===== config.mk =====
export PLATFORM = sky130hd
export DESIGN_NAME = prng_ranged_flat
export DESIGN_NICKNAME = d
export VERILOG_FILES = /design/src/rtl/prng_ranged_if.sv /design/src/rtl/prng_ranged.sv /design/src/flat_wrapper.sv
export SDC_FILE = /design/constraint.sdc
export NUM_CORES = 1
export LEC_CHECK = 0
export ABC_AREA = 0
export CAP_MARGIN = 0
export CORE_AREA = 2 2 49 51
export DETAILED_ROUTE_END_ITERATION = 10
export DIE_AREA = 0 0 51 53
export PLACE_DENSITY = 0.73
export SLEW_MARGIN = 20
export SYNTH_ARGS = -nofsm -noshare
export SYNTH_HDL_FRONTEND = slang
export SYNTH_SLANG_ARGS = --single-unit
export TNS_END_PERCENT = 100

===== constraint.sdc =====
create_clock -name clka -period 1.4 [get_ports clka]
set_clock_uncertainty 0.15 [all_clocks]
set_input_delay 0.14 -clock clka [delete_from_list [all_inputs] [get_ports clka]]
set_output_delay 0.14 -clock clka [all_outputs]
set_load 0.005 [all_outputs]

===== src/rtl/prng_ranged_if.sv =====
// Request/result bundle between the food-placement controller and prng_ranged.
interface prng_ranged_if #(
  parameter int LFSR_W = 16,
  parameter int OUT_W  = 6
);
  logic              request_rand;
  logic              seed_load;
  logic [LFSR_W-1:0] seed_in;
  logic              prng_busy;
  logic              prng_done;
  logic [OUT_W-1:0]  random_num;
  logic              fallback;

  modport master (
    output request_rand, seed_load, seed_in,
    input  prng_busy, prng_done, random_num, fallback
  );
  modport slave (
    input  request_rand, seed_load, seed_in,
    output prng_busy, prng_done, random_num, fallback
  );
endinterface


===== src/rtl/prng_ranged.sv =====
// Free-running Galois LFSR with seed reload and rejection sampling into [0, RANGE).
// Results are handed out through a request/done handshake.
module prng_ranged #(
  parameter int                LFSR_W    = 16,
  parameter logic [LFSR_W-1:0] TAPS      = 16'hB400,
  parameter logic [LFSR_W-1:0] SEED      = 16'hACE1,
  parameter int                OUT_W     = 6,
  parameter int                RANGE     = 64,
  parameter int                MAX_TRIES = 8
) (
  input  logic          clka,
  input  logic          restart,
  prng_ranged_if.slave  bus
);
  localparam int              TW      = $clog2(MAX_TRIES + 1);
  localparam logic [OUT_W:0]  RANGE_V = (OUT_W + 1)'(RANGE);

  typedef enum logic [1:0] {IDLE, SAMPLE, DONE} state_t;

  state_t            state, state_nxt;
  logic [LFSR_W-1:0] lfsr;
  logic [TW-1:0]     tries;
  logic [OUT_W-1:0]  cand, rnum_q;
  logic              fb_q;
  logic              accept, give_up;

  assign cand    = lfsr[OUT_W-1:0];
  assign accept  = {1'b0, cand} < RANGE_V;
  assign give_up = (tries == TW'(MAX_TRIES - 1));

  // A zero seed would lock the LFSR, so it is swapped for the fallback seed.
  always_ff @(posedge clka) begin
    if (restart)             lfsr <= SEED;
    else if (bus.seed_load)  lfsr <= (bus.seed_in == '0) ? SEED : bus.seed_in;
    else if (lfsr[0])        lfsr <= (lfsr >> 1) ^ TAPS;
    else                     lfsr <= lfsr >> 1;
  end

  always_ff @(posedge clka) begin
    if (restart) state <= IDLE;
    else         state <= state_nxt;
  end

  always_comb begin
    state_nxt = state;
    case (state)
      IDLE:    if (bus.request_rand) state_nxt = SAMPLE;
      SAMPLE:  if (accept || give_up) state_nxt = DONE;
      DONE:    state_nxt = IDLE;
      default: state_nxt = IDLE;
    endcase
  end

  always_comb begin
    bus.prng_busy = (state != IDLE);
    bus.prng_done = (state == DONE);
  end

  // Halving a rejected candidate always lands below RANGE since RANGE > 2^(OUT_W-1).
  always_ff @(posedge clka) begin
    if (restart) begin
      tries  <= '0;
      rnum_q <= '0;
      fb_q   <= 1'b0;
    end else begin
      case (state)
        IDLE: if (bus.request_rand) tries <= '0;
        SAMPLE: begin
          if (accept) begin
            rnum_q <= cand;
            fb_q   <= 1'b0;
          end else if (give_up) begin
            rnum_q <= {1'b0, cand[OUT_W-1:1]};
            fb_q   <= 1'b1;
          end else begin
            tries  <= tries + TW'(1);
          end
        end
        default: ;
      endcase
    end
  end

  assign bus.random_num = rnum_q;
  assign bus.fallback   = fb_q;
endmodule


===== src/flat_wrapper.sv =====
// flat-port wrapper written by rule: the top's interface ports become plain ports
module prng_ranged_flat 
#(
  parameter int                LFSR_W    = 16,
  parameter logic [LFSR_W-1:0] TAPS      = 16'hB400,
  parameter logic [LFSR_W-1:0] SEED      = 16'hACE1,
  parameter int                OUT_W     = 6,
  parameter int                RANGE     = 64,
  parameter int                MAX_TRIES = 8
)
  (clka, restart, bus_request_rand, bus_seed_load, bus_seed_in, bus_prng_busy, bus_prng_done, bus_random_num, bus_fallback);
  prng_ranged_if #(.LFSR_W(LFSR_W), .OUT_W(OUT_W)) bus_i ();
  input  logic clka;
  input  logic restart;
  input wire logic [$bits(bus_i.request_rand)-1:0] bus_request_rand;
  input wire logic [$bits(bus_i.seed_load)-1:0] bus_seed_load;
  input wire logic [$bits(bus_i.seed_in)-1:0] bus_seed_in;
  output wire logic [$bits(bus_i.prng_busy)-1:0] bus_prng_busy;
  output wire logic [$bits(bus_i.prng_done)-1:0] bus_prng_done;
  output wire logic [$bits(bus_i.random_num)-1:0] bus_random_num;
  output wire logic [$bits(bus_i.fallback)-1:0] bus_fallback;
  assign bus_i.request_rand = bus_request_rand;
  assign bus_i.seed_load = bus_seed_load;
  assign bus_i.seed_in = bus_seed_in;
  assign bus_prng_busy = bus_i.prng_busy;
  assign bus_prng_done = bus_i.prng_done;
  assign bus_random_num = bus_i.random_num;
  assign bus_fallback = bus_i.fallback;
  prng_ranged #(.LFSR_W(LFSR_W), .TAPS(TAPS), .SEED(SEED), .OUT_W(OUT_W), .RANGE(RANGE), .MAX_TRIES(MAX_TRIES)) u_core (.clka(clka), .restart(restart), .bus(bus_i));
endmodule

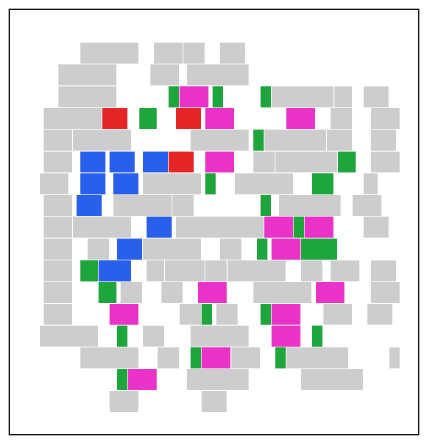
Run 1: gate families picked out
Scale: 8 px per um.
- NOR gates: green (cells 21)
- AND-OR and OR-AND gates: blue (cells 9; where middle left)
- multiplexers: magenta (cells 14)
- XOR/XNOR gates: red (cells 3)

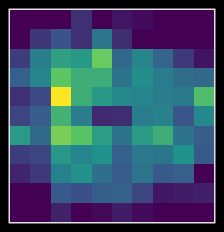
Run 1: wire density map
Scale: 4 px per um. The die is cut into 10 by 11 equal tiles; dark purple is low, yellow is high, scaled to the fullest tile. Values are wire area over tile area, all layers added.
- nearly empty tiles: 19%
- tiles over half the peak: 17%
- emptiest ninth of the die: upper right

==> run_results.csv, run 1 <==
group,metric,value,unit
critical_path,path_cells,"clkdlybuf4s50_1 > nor4_2 > a41o_2 > o22a_1",
critical_path,critPathBufInv,1,
finish,final_nets,139,
pwr,combPwrFrac,14.2,%
drt,drtPass1Iterations,4,
place,dpl.cell_count,142,
grt,track_usage,15.1,%
critical_path,crit_start,"bus_seed_in[14]",
logic_synthesis,flop_cell,"dfxtp_1",
critical_path,r2r-end,"u_core.bus.random_num[1]$_SDFFE_PP0N_",
floorplan,chipHeight,53,um
finish,final_cells,146,
logic_synthesis,common_cells,"24 x dfxtp_1, 15 x nor2_1, 14 x mux2i_1",
finish,n_antenna_cell,0,
clock_network,clk_path_buf_depth,2,
critical_path,cp_num_cells,4,
pwr,switching_share,20.9,%
sta,fin_ws,85.8,ps
worst_hold_path,hold_class,"primary input to flip-flop",
critical_path,critPathMaxStageDelay,460,ps
floorplan,die_area,0.00270,mm^2
logic_synthesis,yosysChipArea,903,um^2
logic_synthesis,topCellsByArea,"dfxtp_1 53%, mux2i_1 16%, o22a_1 7.8%, nor2_1 6.2%, xor2_1 2.9%",
run_status,status,"complete, no violations",
grt,use_met2,26.6,%
clock_network,cts_buffers,3,
grt,grtUsageMet1,17.5,%
drt,routed_wl,1.80,mm
floorplan,die_w,51,um
worst_hold_path,whs_path_depth,2,
clock_network,clock_sinks,24,
critical_path,worstPathRequired,1510,ps
critical_path,cp.arrival,1430,ps
critical_path,crit_path_end_kind,"flip-flop",
sta,fmax,761,MHz
sta,slew_viol_final,0,
drt,viasPerCell,4.75,
logic_synthesis,yosys_cells,82,
pwr,power_leakage,0.598,nW
clock_network,clk_pin_slew,130,ps
pwr,p_switching,0.000305,W
logic_synthesis,ys_warn_count,0,
drt,wl_met3,126,um
logic_synthesis,yosysTopAreaCellShare,53.2,%
grt,antenna_found_initial,0,
grt,gr-usage-met3,3.11,%
clock_network,cts_tree,"built",
critical_path,cp-endpoint,"u_core.lfsr[13]$_SDFF_PP1_",
pwr,vdd_drop_max,0.737,mV
critical_path,cp-start-kind,"primary input",
logic_synthesis,syn_area_per_cell,11.0,um^2
drt,drt_iter0_markers,12,
finish,drive_above_1_share,23.7,%
worst_hold_path,min_to,"u_core.state[0]$_SDFFE_PP0P_",
logic_synthesis,edf_count,0,
pwr,p_clk_share,34.0,%
critical_path,ff2ff_path_depth,4,
critical_path,r2r-start,"u_core.state[1]$_SDFFE_PP0P_",
pwr,power_leader,"sequential cells",
critical_path,critPathKind,"primary input to flip-flop",
pwr,powerDensity,1120,mW/mm^2
run,warning_count,27,
logic_synthesis,postSynthSeqShare,53.2,%
grt,grt_pass1_vias,689,
grt,busiest_layer,"met2",
place,dp_hpwl,1.32,mm
grt,grt_first_pass_wirelength,2.97,mm
logic_synthesis,synthCells,82,
run,max_cap_viol_count,0,
clock_network,cts_hold_buffers,0,
logic_synthesis,yosysUniqueCellTypes,19,
drt,routedWlPerCell,12.3,um
pwr,p_int,0.00115,W
sta,rsz0062_at_grt,"no",
pwr,powerSeq,0.000754,W
pwr,power.total,0.00146,W
grt,grt_overflow,0,
logic_synthesis,fp_nets,102,
pwr,pg_clk,0.000494,W
clock_network,insertion_delay,310,ps
pwr,seqPwrFrac,51.8,%
clock_network,ctsHtreeMaxLevel,1,
floorplan,initial_core_util,42.1,%
drt,vias,694,
logic_synthesis,async_flop_share,0,%
floorplan,io_pins,29,
logic_synthesis,top_cell,"dfxtp_1",
place,gp_congestion,0.734,
grt,grt_max_degree,15,
place,dp_slack,-286,ps
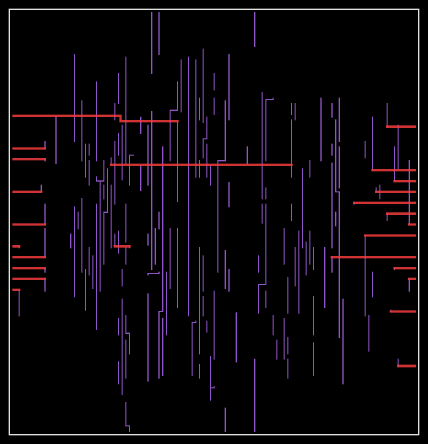
Run 1: metal layers overlaid
Scale: 8 px per um. Two of the layers only.
- met2: purple (wire length 836 um)
- met3: red (wire length 127 um)

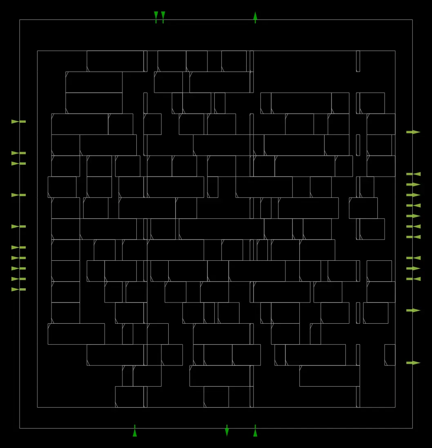
Run 1: placed standard cells
Seq/total area: 37.6%
utilization after layout: 60.7%
core area: 0.00215 mm^2
FILL cells: 200
# rows: 17

## run 1: per-stage QoR
stage / setup TNS [ps] / hold WS [ps] / cell area [um^2] / util, %
floorplan: 0 / 131 / 903 / -
global placement: -2230 / 266 / 1250 / 58.1
detailed placement: -2370 / 279 / 1250 / 58.1
CTS: -60.7 / 226 / 1300 / 60.5
global route: 0 / 214 / 1310 / 60.7
finish: 0 / 228 / 1310 / 60.7
## run 1: cells in the final DEF (no fill, tap or decap), drive strengths merged
master,count
nor4,4
nor2b,1
nor3b,1
mux2i,14
dfxtp,24
nor2,15
clkbuf,4
or2,2
conb,1
o22a,8
clkdlybuf4s50,19
buf,11
nand2b,2
bufinv,1
xor2,3
a41o,1
dlygate4sd2,7
## run 1: repair_timing
action / in CTS / in global routing
hold endpoints to repair: 0 / 0
buffers inserted: 0 / 0
pin swaps: 0 / 0
gates resized: 16 / 4
endpoints found under the setup margin: 8 / 5
gates cloned: 0 / 0
## run 1: cells by family (layout without fill, tap and decap cells)
group | Yosys count | count (layout) | synth area share, %
muxes | 14 | 14 | 15.5
buffers and inverters | 6 | 42 | 4.85
other | 1 | 1 | 0.415
AOI/OAI and AO/OA | 9 | 9 | 9.00
DFF | 24 | 24 | 53.2
xor gates and xnor gates | 3 | 3 | 2.91
and+or+nand+nor | 25 | 25 | 14.1
## run 1: state kept, by name (all words and copies together) (netlist names)
register	flops
u_core.state	2
u_core.bus.random_num	6
u_core.lfsr	16
## run 1: area by class of cell
type / instances / area (um^2) / share of cell area [%]
Timing Repair Buffer: 38 / 339 / 26.0
Tap cell: 28 / 35.0 / 2.68
Clock buffer: 3 / 22.5 / 1.73
Multi-Input combinational cell: 52 / 388 / 29.7
Clock inverter: 1 / 30.0 / 2.30
Sequential cell: 24 / 490 / 37.6
==> run 2, diff against run 1 <==
--- a/config.mk
+++ b/config.mk
@@ -6,11 +6,12 @@
 export NUM_CORES = 1
 export LEC_CHECK = 0
 export ABC_AREA = 0
-export CAP_MARGIN = 0
+export CAP_MARGIN = 25
 export CORE_AREA = 2 2 49 51
 export DETAILED_ROUTE_END_ITERATION = 10
 export DIE_AREA = 0 0 51 53
 export PLACE_DENSITY = 0.73
+export SKIP_LAST_GASP = 1
 export SLEW_MARGIN = 20
 export SYNTH_ARGS = -nofsm -noshare
 export SYNTH_HDL_FRONTEND = slang
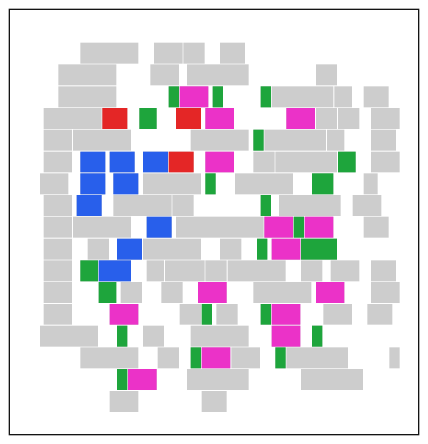
Run 2: gate families picked out
Scale: 8 px per um.
- XOR/XNOR gates: red (cells 3)
- multiplexers: magenta (cells 14)
- AND-OR and OR-AND gates: blue (cells 9; where middle left)
- NOR gates: green (cells 21)

==> run_results.csv, run 2 <==
group,metric,value,unit
run_status,status,"finished with violations",
run_status,failed_checks,"negative setup slack",
sta,slew_viol_final,0,
place,dpl.cell_count,142,
clock_network,cts_tree,"built",
sta,finalSetupViolations,1,
logic_synthesis,fp_nets,102,
floorplan,chipHeight,53,um
clock_network,insertion_delay,310,ps
logic_synthesis,xor_share,2.91,%
sta,whs,229,ps
critical_path,critPathBufInv,2,
sta,fin_ws,-24.1,ps
drt,routed_wl,1.81,mm
sta,fmax,702,MHz
critical_path,ff2ff_path_depth,5,
logic_synthesis,synth-adder-area-share,0,%
logic_synthesis,postSynthSeqShare,53.2,%
floorplan,die_area,0.00270,mm^2
place,dp_hpwl,1.32,mm
logic_synthesis,synthCells,82,
drt,routedWlPerCell,12.2,um
critical_path,critPathMaxStageDelay,340,ps
finish,largest_reg_flops,16,
logic_synthesis,yosysUniqueCellTypes,19,
logic_synthesis,top_cell,"dfxtp_1",
critical_path,crit_path_end_kind,"output port",
critical_path,cp.arrival,1130,ps
floorplan,rows,17,
logic_synthesis,yosysChipArea,903,um^2
logic_synthesis,async_flop_share,0,%
logic_synthesis,flop_cell,"dfxtp_1",
finish,largest_register,"u_core.lfsr",
logic_synthesis,syn_area_per_cell,11.0,um^2
grt,grt_first_pass_wirelength,2.97,mm
logic_synthesis,topCellsByArea,"dfxtp_1 53%, mux2i_1 16%, o22a_1 7.8%, nor2_1 6.2%, xor2_1 2.9%",
floorplan,core-area,0.00215,mm^2
logic_synthesis,mux_share,15.5,%
drt,viasPerCell,4.78,
run,max_cap_viol_count,0,
drt,drt_iter0_markers,12,
run,warning_count,28,
pwr,powerDensity,1110,mW/mm^2
place,dpl_cell_area,0.00125,mm^2
floorplan,die_w,51,um
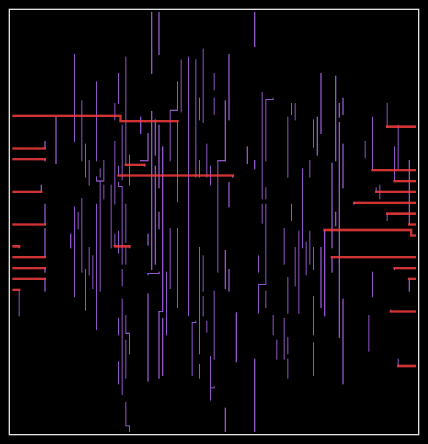
Run 2: metal layers overlaid
Scale: 8 px per um. Two of the layers only.
- met3: red (wire length 126 um)
- met2: purple (wire length 855 um)

## run 2: repair_timing
| action | 4_1_cts | 5_1_grt |
|---|---|---|
| endpoints found under the setup margin | 8 | 5 |
| pin swaps | 0 | 0 |
| buffers inserted | 0 | 2 |
| hold buffers | 0 | 0 |
| resized | 15 | 4 |
## run 2: logic make-up after synthesis
group / Yosys count
and+or+nand+nor: 25
DFF: 24
muxes: 14
AOI/OAI and AO/OA: 9
buffers and inverters: 6
xor gates and xnor gates: 3
other: 1
## run 2: worst max path at each step
stage | start | end | slack [ps] | cells past startpoint
global placement | bus_seed_in[14] | u_core.lfsr[13]$_SDFF_PP1_ | -260 | 4
detailed placement | bus_seed_in[14] | u_core.lfsr[0]$_SDFF_PP1_ | -290 | 4
CTS | u_core.state[1]$_SDFFE_PP0P_ | bus_prng_busy | -120 | 2
finish | u_core.state[1]$_SDFFE_PP0P_ | bus_prng_done | -20 | 3
floorplan | restart | u_core.lfsr[15]$_SDFF_PP1_ | 300 | 4
global route | u_core.state[1]$_SDFFE_PP0P_ | bus_prng_done | -80 | 3
## run 2: power breakdown
part	total [W]	leakage (nW)	internal (W)	switching (W)
combinational	0.000210	0.379	0.000133	0.0000770
clock	0.000494	0.0279	0.000289	0.000205
sequential	0.000754	0.202	0.000731	0.0000231
## run 2: layout make-up
class                      instances  area, um^2  share of cell area [%]
clock buffer                       3        22.5                    1.71
clock inverter                     1        30.0                    2.28
multi-input combinational         52         385                    29.2
sequential                        24         490                    37.2
tap                               28        35.0                    2.66
timing repair buffer              40         354                    26.9
## run 2: layer usage
metal | vias to the layer above | share of wire, % | GRT usage [%]
met5 | - | 0 | 0
met4 | 0 | 0 | 6.76
met3 | 0 | 7.0 | 3.11
met2 | 29 | 47 | 26.6
met1 | 318 | 46 | 17.5
li1 | 360 | - | -
Power and IR drop assume default switching activity.
